<file path="config.mk">
export PLATFORM = sky130hd
export DESIGN_NAME = flit_deserializer
export DESIGN_NICKNAME = d
export VERILOG_FILES = /design/src/rtl/serdes_pkg.sv /design/src/rtl/deser_out_stage.sv /design/src/rtl/flit_deserializer.sv
export SDC_FILE = /design/constraint.sdc
export NUM_CORES = 1
export LEC_CHECK = 0
export CAP_MARGIN = 20
export CORE_MARGIN = 1
export CORE_UTILIZATION = 54
export CTS_CLUSTER_DIAMETER = 150
export CTS_CLUSTER_SIZE = 10
export DETAILED_ROUTE_END_ITERATION = 7
export GPL_TIMING_DRIVEN = 0
export PLACE_DENSITY = 0.79
export SYNTH_ARGS = -nofsm -noshare
export SYNTH_HDL_FRONTEND = slang
export SYNTH_SLANG_ARGS = --single-unit
export TNS_END_PERCENT = 20
</file>
<file path="constraint.sdc">
create_clock -name clock -period 2.3 [get_ports clock]
set_input_delay 0.345 -clock clock [delete_from_list [all_inputs] [get_ports clock]]
set_output_delay 0.345 -clock clock [all_outputs]
set_load 0.02 [all_outputs]
</file>
<file path="src/rtl/serdes_pkg.sv">
// Shared sizing helpers for the serial-link flit serializer/deserializer family.
package serdes_pkg;

    // Number of FLIT_W beats needed to carry an OUT_W word (ceiling division).
    function automatic int unsigned beats(input int unsigned out_w, input int unsigned flit_w);
        return (out_w + flit_w - 1) / flit_w;
    endfunction

    // Beat counter width; never narrower than one bit.
    function automatic int unsigned cnt_w(input int unsigned n);
        return (n <= 2) ? 1 : $clog2(n);
    endfunction

endpackage

</file>
<file path="src/rtl/deser_out_stage.sv">
// Single-entry ready/valid holding register for the assembled word.
module deser_out_stage #(
    parameter int unsigned OUT_W = 122
) (
    input  logic             clock,
    input  logic             reset,
    input  logic             load,
    input  logic [OUT_W-1:0] load_bits,
    output logic             accept,
    output logic             out_valid,
    input  logic             out_ready,
    output logic [OUT_W-1:0] out_bits
);

    logic             valid_q;
    logic [OUT_W-1:0] bits_q;

    // A new word may enter when the register is empty or being drained this cycle.
    assign accept    = ~valid_q | out_ready;
    assign out_valid = valid_q;
    assign out_bits  = bits_q;

    always_ff @(posedge clock) begin
        if (reset) begin
            valid_q <= 1'b0;
            bits_q  <= '0;
        end else if (load) begin
            valid_q <= 1'b1;
            bits_q  <= load_bits;
        end else if (out_ready) begin
            valid_q <= 1'b0;
        end
    end

endmodule

</file>
<file path="src/rtl/flit_deserializer.sv">
// Assembles BEATS narrow flits into one OUT_W word; a second (assembly) buffer keeps
// input flowing while the output register is back-pressured.
module flit_deserializer
    import serdes_pkg::*;
#(
    parameter int unsigned FLIT_W    = 4,
    parameter int unsigned OUT_W     = 122,
    parameter bit          MSB_FIRST = 1'b0
) (
    input  logic              clock,
    input  logic              reset,
    input  logic              in_valid,
    output logic              in_ready,
    input  logic [FLIT_W-1:0] in_bits,
    input  logic              in_flush,
    output logic              out_valid,
    input  logic              out_ready,
    output logic [OUT_W-1:0]  out_bits,
    output logic              busy
);

    localparam int unsigned BEATS = beats(OUT_W, FLIT_W);
    localparam int unsigned CNT_W = cnt_w(BEATS);
    localparam int unsigned ASM_W = BEATS * FLIT_W;
    localparam logic [CNT_W-1:0] LAST = CNT_W'(BEATS - 1);

    logic [ASM_W-1:0] asm_q, asm_d;
    logic [CNT_W-1:0] cnt_q, cnt_d;
    logic             asm_full_q, asm_full_d;
    logic             fire, complete, accept, load;

    assign in_ready = ~asm_full_q;
    assign fire     = in_valid & in_ready;
    assign complete = fire & ~in_flush & (cnt_q == LAST);

    // Merge the incoming beat; asm_d therefore already holds a just-completed frame.
    always_comb begin
        asm_d = asm_q;
        for (int unsigned i = 0; i < BEATS; i++) begin
            if (fire && !in_flush &&
                32'(cnt_q) == (MSB_FIRST ? (BEATS - 1 - i) : i)) begin
                asm_d[i*FLIT_W +: FLIT_W] = in_bits;
            end
        end
    end

    // A held frame (asm_full) and a completing frame never coexist: in_ready is low.
    assign load       = (asm_full_q | complete) & accept;
    assign asm_full_d = (asm_full_q | complete) & ~accept;

    always_comb begin
        cnt_d = cnt_q;
        if (in_flush) begin
            cnt_d = '0;
        end else if (fire) begin
            cnt_d = (cnt_q == LAST) ? '0 : cnt_q + CNT_W'(1);
        end
    end

    always_ff @(posedge clock) begin
        if (reset) begin
            cnt_q      <= '0;
            asm_full_q <= 1'b0;
        end else begin
            cnt_q      <= cnt_d;
            asm_full_q <= asm_full_d;
        end
    end

    always_ff @(posedge clock) begin
        asm_q <= asm_d;
    end

    deser_out_stage #(
        .OUT_W(OUT_W)
    ) u_out_stage (
        .clock     (clock),
        .reset     (reset),
        .load      (load),
        .load_bits (asm_d[OUT_W-1:0]),
        .accept    (accept),
        .out_valid (out_valid),
        .out_ready (out_ready),
        .out_bits  (out_bits)
    );

    assign busy = (cnt_q != '0) | out_valid;

endmodule

</file>
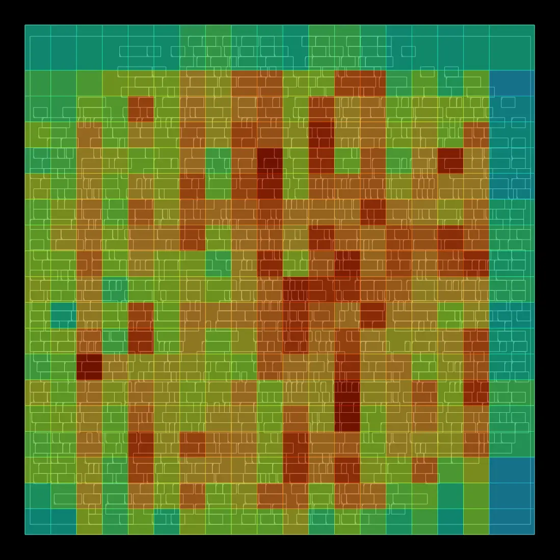
Run 1: track usage over the die
GR Util met2: 0.436
most used routing layer: met2
GRT met3 Usage: 0.0306

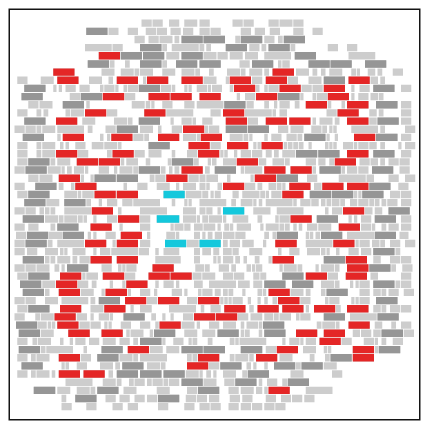
Run 1: sequential cells colored by netlist name
(3 px per um) Other sequential cells in the stronger gray, the rest of the logic in the fainter gray.
| signal | color | sequential cells |
|---|---|---|
| cnt_q | cyan | 5 |
| asm_q | red | 122 |
not colored: 124
Seq group: 0.00446 W
Sequential Area: 0.00503 mm2
Seq area share: 0.415
fin util: 0.692

==> flow_summary.yaml, run 1 <==
# implementation run metrics
run_status:
  status: "completed"
die:
  io_pins: 134
cells_and_area:
  final_area_mm2: 0.0121
  final_cell_mix: "dfxtp_1, clkdlybuf4s50_1, inv_1"
pwr:
  power.share.combinational: 0.035
  power.density_mw_per_mm2: 707
  peakVddDrop_mv: 0.717
  internal_power_w: 0.00673
  clkPwrFrac: 0.444
logic_synthesis:
  ys_area_mm2: 0.00974
clocking:
  cts_resized: 6
  clockBufferDepth: 3
setup_path:
  critPathKind: "reg2out"
  crit_path_end: "busy"
  worstSetupEndpointType: "output pin"
placement:
  place_area_mm2: 0.0113
grt:
  antenna_found_initial: 0
sta:
  rsz0062_at_grt: "yes"
  min_period_ns: 2.25
  fin_crit_sh: 0.976
  fmax_mhz: 445
flow_run:
  drv_cap: 0
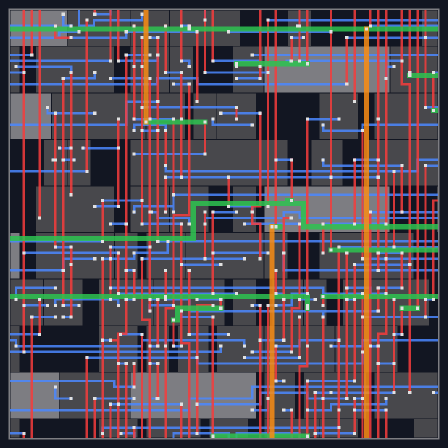
Run 1: layout detail
Region (56, 56) to (81, 81) um. Cells in gray, sequential cells in the stronger gray; small squares are vias.
| layer | color |
|---|---|
| met4 | orange |
| met3 | green |
| met1 | blue |
| met2 | red |
sequential cells in the window: 3
most frequent: nand4_1 (6)
cells with their middle in the window: 52
netlist names of flops here include: cnt_q (2), asm_q (1)

## run 1: through the flow
stage / power, W / cells
final: 0.00856 / 1298
after global placement: 0.00483 / 1267
after detailed placement: 0.00484 / 1267
after CTS: 0.00861 / 1298
after global routing: 0.00880 / 1298
after floorplan: 0.00475 / 912
## run 1: power by group through the flow
stage               registers [W]  logic, W  clock network, W
finish                    0.00446  0.000297           0.00381
global route              0.00446  0.000321           0.00401
CTS                       0.00446  0.000292           0.00386
detailed placement        0.00455  0.000290                 0
global placement          0.00455  0.000281                 0
floorplan                 0.00454  0.000202                 0
## run 1: synth_stat cells (all sizes together), types with 3 or more instances
library cell	instances	area, um2
inv	125	469
a21oi	124	621
or4b	3	33.8
nor4b	4	56.3
buf	27	219
nand4	9	56.3
nor2b	4	25.0
and2	3	21.3
o21ai	3	15.0
nand2	10	37.5
nor3	6	63.8
and4	3	26.3
a211oi	121	1370
nand3	6	30.0
mux2i	120	1200
and3	4	25.0
nor2	12	45.0
clkbuf	61	231
dfxtp	251	5020
ha	5	62.6
## run 1: worst max-delay path, stage by stage, from the launching register on
cell,delay [ns]
dfxtp_1,0.36
buf_6,0.16
clkbuf_2,0.30
nor2_1,0.07
nand3_1,0.14
dlygate4sd2_1,0.35
## run 1: metal layers
metal / track usage / up-vias / share of wire
met5: 0 / - / 0
met4: 0.0772 / 0 / 0.026
met3: 0.0306 / 44 / 0.044
met2: 0.436 / 195 / 0.48
met1: 0.327 / 3472 / 0.45
li1: - / 3450 / -
## run 1: flip-flops by register name (all words and copies together) (netlist names)
register	flops
u_out_stage.out_bits	122
u_out_stage.out_valid	1
asm_q	122
cnt_q	5
asm_full_q	1
## run 1: cell families after synthesis
family,after synthesis,synth area share
AOI/OAI and AO/OA,251,0.209
adders and majority gates,5,0.00642
buffers and inverters,213,0.0944
and+or+nand+nor,69,0.0487
xor gates and xnor gates,3,0.00270
DFF,251,0.516
muxes,120,0.123
## run 1: final cells by class
type | instances | area, um2
tap | 225 | 282
timing repair buffer | 130 | 1300
clock inverter | 1 | 8.76
inverter | 125 | 469
sequential | 251 | 5030
fill | 1335 | 5380
clock buffer | 30 | 729
buffer | 88 | 458
multi-input combinational | 448 | 3830
## run 1: how the worst min path moves through the flow
stage	startpoint	endpoint	slack, ns	depth (start not counted)
finish	in_bits[3]	asm_q[27]	0.32	3
global route	in_bits[3]	asm_q[51]	0.34	3
CTS	in_bits[3]	asm_q[27]	0.30	3
detailed placement	asm_q[2]	asm_q[2]	0.45	2
global placement	asm_q[23]	asm_q[23]	0.44	2
floorplan	asm_q[36]	asm_q[36]	0.43	2
--- run 2 (diff from run 1) ---
Settings changed: HOLD_SLACK_MARGIN from default to 0.02, SLEW_MARGIN from default to 25.
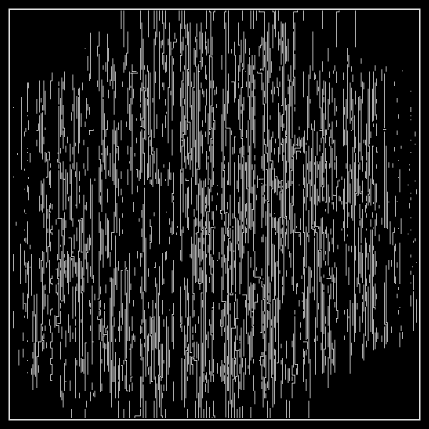
Run 2: M2 wires
(3 px per um)
share of all routed wire: 48%
wire length on this layer: 11,300 um
longest straight run: 59.8 um
nets with wire on the layer: 980
main direction: vertical
total wire length: 23,200 um
routed vias: 7,161

==> run 2 against run 1 <==
Against the previous run: via count is the same; sequential power is essentially flat; worst setup slack is the same; global-route usage is the same; cell count is the same; critical path depth is the same.
==> flow_summary.yaml, run 2 <==
# implementation run metrics
run_status:
  status: "completed"
flow_run:
  drv_cap: 0
min_path:
  holdPathEnd: "asm_q[27]"
  hold_start: "in_bits[3]"
logic_synthesis:
  yosys.area_share.simple: 0.0487
  synthTopCellsByCount: "dfxtp_1, inv_1, a21oi_1, mux2i_1, a211oi_2"
  top_cell: "dfxtp_1"
  yosysTopAreaCellShare: 0.516
  synthAoiAreaFrac: 0.209
  ys_top_logic_family: "AND-OR/OR-AND gates"
  top_area_cell: "dfxtp_1"
  ys_area_mm2: 0.00974
pwr:
  power.density_mw_per_mm2: 707
  peakVddDrop_mv: 0.717
setup_path:
  worstSetupEndpointType: "output pin"
  critPathKind: "reg2out"
grt:
  grt_use_met3: 0.0306
  use_met1: 0.327
  antenna_found_initial: 0
cells_and_area:
  final_area_mm2: 0.0121
  utilization: 0.692
-- run 2: per-layer routing --
layer | up-vias | routed length (um)
met5 | - | 0
met4 | 0 | 610
met3 | 44 | 1020
met2 | 195 | 11300
met1 | 3472 | 10400
li1 | 3450 | -
-- run 2: where the power goes --
| group | switching (W) | internal [W] |
|---|---|---|
| Sequential | 0.0000238 | 0.00444 |
| Combinational | 0.000212 | 0.0000847 |
| Clock | 0.00160 | 0.00221 |
-- run 2: how the worst max path moves through the flow --
stage / start / to / slack, ns / cells past startpoint
6_report: cnt_q[4] / busy / 0.05 / 5
5_1_grt: cnt_q[3] / busy / -0.02 / 5
4_1_cts: cnt_q[0] / u_out_stage.out_bits[95] / 0.02 / 8
3_5_place_dp: out_ready / u_out_stage.out_bits[70] / -0.51 / 7
3_3_place_gp: out_ready / u_out_stage.out_bits[58] / -0.46 / 7
2_1_floorplan: cnt_q[0] / u_out_stage.out_bits[41] / 0.43 / 9
-- run 2: repair_timing --
item / in CTS / in global routing
setup endpoints to repair: 32 / 80
cloned: 0 / 0
gates resized: 6 / 13
-- run 2: layout make-up --
cell class | count | area (um2) | area share
plain buffers | 88 | 458 | 0.0378
repair buffers | 130 | 1300 | 0.107
flip-flops and latches | 251 | 5030 | 0.415
clock inverters | 1 | 8.76 | 0.000724
clock buffers | 30 | 729 | 0.0603
inverters | 125 | 469 | 0.0388
well taps | 225 | 282 | 0.0233
multi-input cells | 448 | 3830 | 0.316
-- run 2: kinds of logic after synthesis --
logic type      count (synthesis)
compound gates                251
xor+xnor                        3
fa+ha+maj                       5
buf+inv                       213
flops                         251
mux                           120
simple gates                   69
-- run 2: worst max-delay path, stage by stage (launching register included) --
cell and delay [ns]:
dfxtp_1 0.36, buf_6 0.16, clkbuf_2 0.30, nor2_1 0.07, nand3_1 0.14, dlygate4sd2_1 0.35
-- run 2: metrics by stage --
step / total power, W / setup WS [ns] / setup TNS, ns / instances / hold WS [ns]
floorplan: 0.00475 / 0.427 / 0 / 912 / 0.430
global placement: 0.00483 / -0.462 / -38.67 / 1267 / 0.442
detailed placement: 0.00484 / -0.512 / -44.65 / 1267 / 0.450
CTS: 0.00861 / 0.0180 / 0 / 1298 / 0.301
global route: 0.00880 / -0.0207 / -0.0207 / 1298 / 0.335
finish: 0.00856 / 0.0544 / 0 / 1298 / 0.319
Run 2, layout detail:
Region (56, 56) to (81, 81) um. Cells in gray, sequential cells in the stronger gray; small squares are vias.
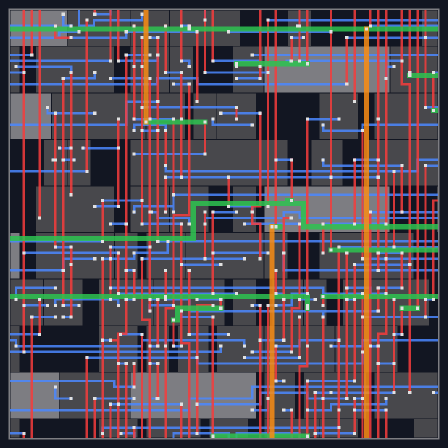

--- run 3 (diff from run 2) ---
Settings changed: CORE_UTILIZATION 54 to 57, CTS_BUF_LIST from default to sky130_fd_sc_hd__clkbuf_2, PLACE_DENSITY 0.79 to 0.83.
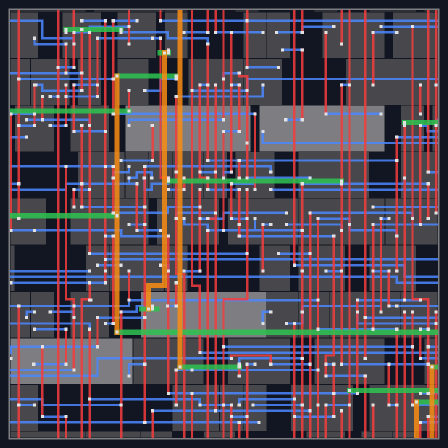
Run 3: layout detail
Region (54, 54) to (79, 79) um. Cells in gray, sequential cells in the stronger gray; small squares are vias.
| layer | color |
|---|---|
| met4 | orange |
| met2 | red |
| met1 | blue |
| met3 | green |
netlist names of flops here include: cnt_q (3), asm_q (1)
most frequent: nand4_1 (6), nor2_1 (5)
cells with their middle in the window: 53
sequential cells in the window: 4

==> run 3 against run 2 <==
Against the previous run: clock-buffer cell count did not move; combinational power about the same; design area is 4.4% lower; sequential cell count unchanged; largest power group unchanged; wire length down 4.3%; area after synthesis stayed put; critical path depth unchanged; die area down 5.2%; total power decreased by 24%; core utilization rose by 0.26 points.
==> flow_summary.yaml, run 3 <==
# implementation run metrics
run_status:
  status: "completed"
detailed_routing:
  dr_wl_met2_um: 10400
  dr.pass1.iters: 4
  wl_met1_um: 10200
  topRoutingLayerUsed: "met4"
  dr_wl_met3_um: 1080
  wl_um: 22200
  num_vias: 7148
setup_path:
  cpMaxStageDelayCell: "dfxtp_1"
  cp_top_family: "buffers and inverters"
  critPathKind: "reg2out"
  cp_max_fo: 10
  critPathArrivalTime_ns: 1.92
logic_synthesis:
  top_cell: "dfxtp_1"
  top_area_cell: "dfxtp_1"
  ys_area_mm2: 0.00974
  synthTopCellsByCount: "dfxtp_1, inv_1, a21oi_1, mux2i_1, a211oi_2"
  yosysTopAreaCellShare: 0.516
pwr:
  p_leak_nw: 5.05
  peakVddDrop_mv: 0.343
  power.density_mw_per_mm2: 559
  p_total_w: 0.00647
sta:
  finalSetupViolations: 0
  min_period_ns: 2.27
die:
  die_h_um: 133
placement:
  port_buffers: 130
  dp.cells: 1262
grt:
  antenna_found_initial: 0
  grt_util_all_layers: 0.250
flow_run:
  drv_cap: 0
cells_and_area:
  layout.cells.non_filler: 1297
  final_area_mm2: 0.0116
==> run 3: logic make-up (layout without fill, tap and decap cells) <==
family                   Yosys count  after routing  share of synthesized area
AND-OR/OR-AND                    251            251                      0.209
XOR/XNOR                           3              3                    0.00270
adder cells (fa/ha/maj)            5              5                    0.00642
buffers and inverters            213            378                     0.0944
flip-flops                       251            251                      0.516
multiplexers                     120            120                      0.123
AND/OR/NAND/NOR                   69             69                     0.0487
==> run 3: tightest hold or removal path, stage by stage <==
cell and delay [ns]:
clkbuf_1 0.28, mux2i_1 0.27, inv_1 0.06
==> run 3: worst paths after layout <==
| path | to | slack [ns] | start | cells after the start |
|---|---|---|---|---|
| worst max-delay path | busy | 0.03 | cnt_q[4] | 5 |
| worst min-delay path | asm_q[7] | 0.18 | in_bits[3] | 3 |
| worst max register to register | u_out_stage.out_bits[21] | 0.12 | cnt_q[1] | 8 |
| worst min register to register | asm_q[34] | 0.49 | asm_q[34] | 2 |
==> run 3: cell type report <==
| cell class | instances | area (um2) | area share |
|---|---|---|---|
| Clock inverter | 2 | 12.5 | 0.00108 |
| Multi-Input combinational cell | 448 | 3830 | 0.331 |
| Clock buffer | 30 | 150 | 0.0130 |
| Timing Repair Buffer | 133 | 1330 | 0.115 |
| Inverter | 125 | 469 | 0.0406 |
| Sequential cell | 251 | 5030 | 0.435 |
| Buffer | 88 | 468 | 0.0405 |
| Tap cell | 220 | 275 | 0.0238 |
==> run 3: metal layers <==
metal,track usage,vias to the layer above
li1,-,3451
met1,0.333,3438
met2,0.413,206
met3,0.0391,53
met4,0.0811,0
met5,0,-
==> run 3: per-stage QoR <==
| stage | setup TNS [ns] | hold WS, ns | setup WS (ns) | util |
|---|---|---|---|---|
| after floorplan | 0 | 0.430 | 0.427 | - |
| after global placement | -37.56 | 0.442 | -0.467 | 0.680 |
| after detailed placement | -42.67 | 0.448 | -0.497 | 0.680 |
| after CTS | -0.0229 | 0.129 | -0.0229 | 0.693 |
| after global routing | -0.228 | 0.153 | -0.0819 | 0.695 |
| final | 0 | 0.182 | 0.0336 | 0.695 |
==> run 3: what timing repair did <==
item	in CTS	in global routing
setup buffers	1	0
resized	17	23
hold buffers	2	0
hold endpoints to repair	26	0
setup endpoints to repair	3	94
pin swaps	1	0
==> run 3: power breakdown <==
| group | total (W) | internal [W] | leakage (nW) | switching [W] |
|---|---|---|---|---|
| logic | 0.000300 | 0.0000886 | 2.89 | 0.000211 |
| registers | 0.00446 | 0.00444 | 2.03 | 0.0000242 |
| clock network | 0.00171 | 0.000352 | 0.133 | 0.00136 |
| total | 0.00647 | 0.00488 | 5.05 | 0.00159 |

==> layout pictures side by side <==
Drive-strength map.
image #1
(4 px per um)
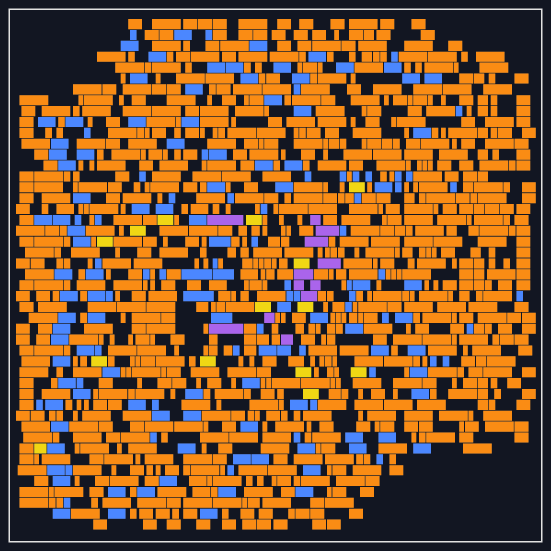
image #2
(3 px per um)
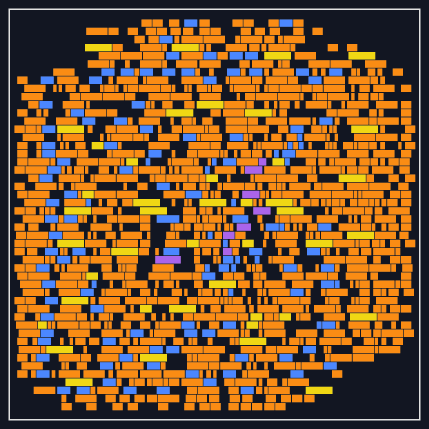
Image #2 comes from run 1.
Image #1 comes from run 3.

Key to image #2:
| size | color | cells | share |
|---|---|---|---|
| drive 6 and up | yellow | 43 | 4.0% |
| drive 1 or less | orange | 900 | 84% |
| drive 3 to 4 | purple | 8 | 0.75% |
| drive 2 | blue | 122 | 11% |

Power figures rest on the tool's default switching activity, not on a simulated workload.
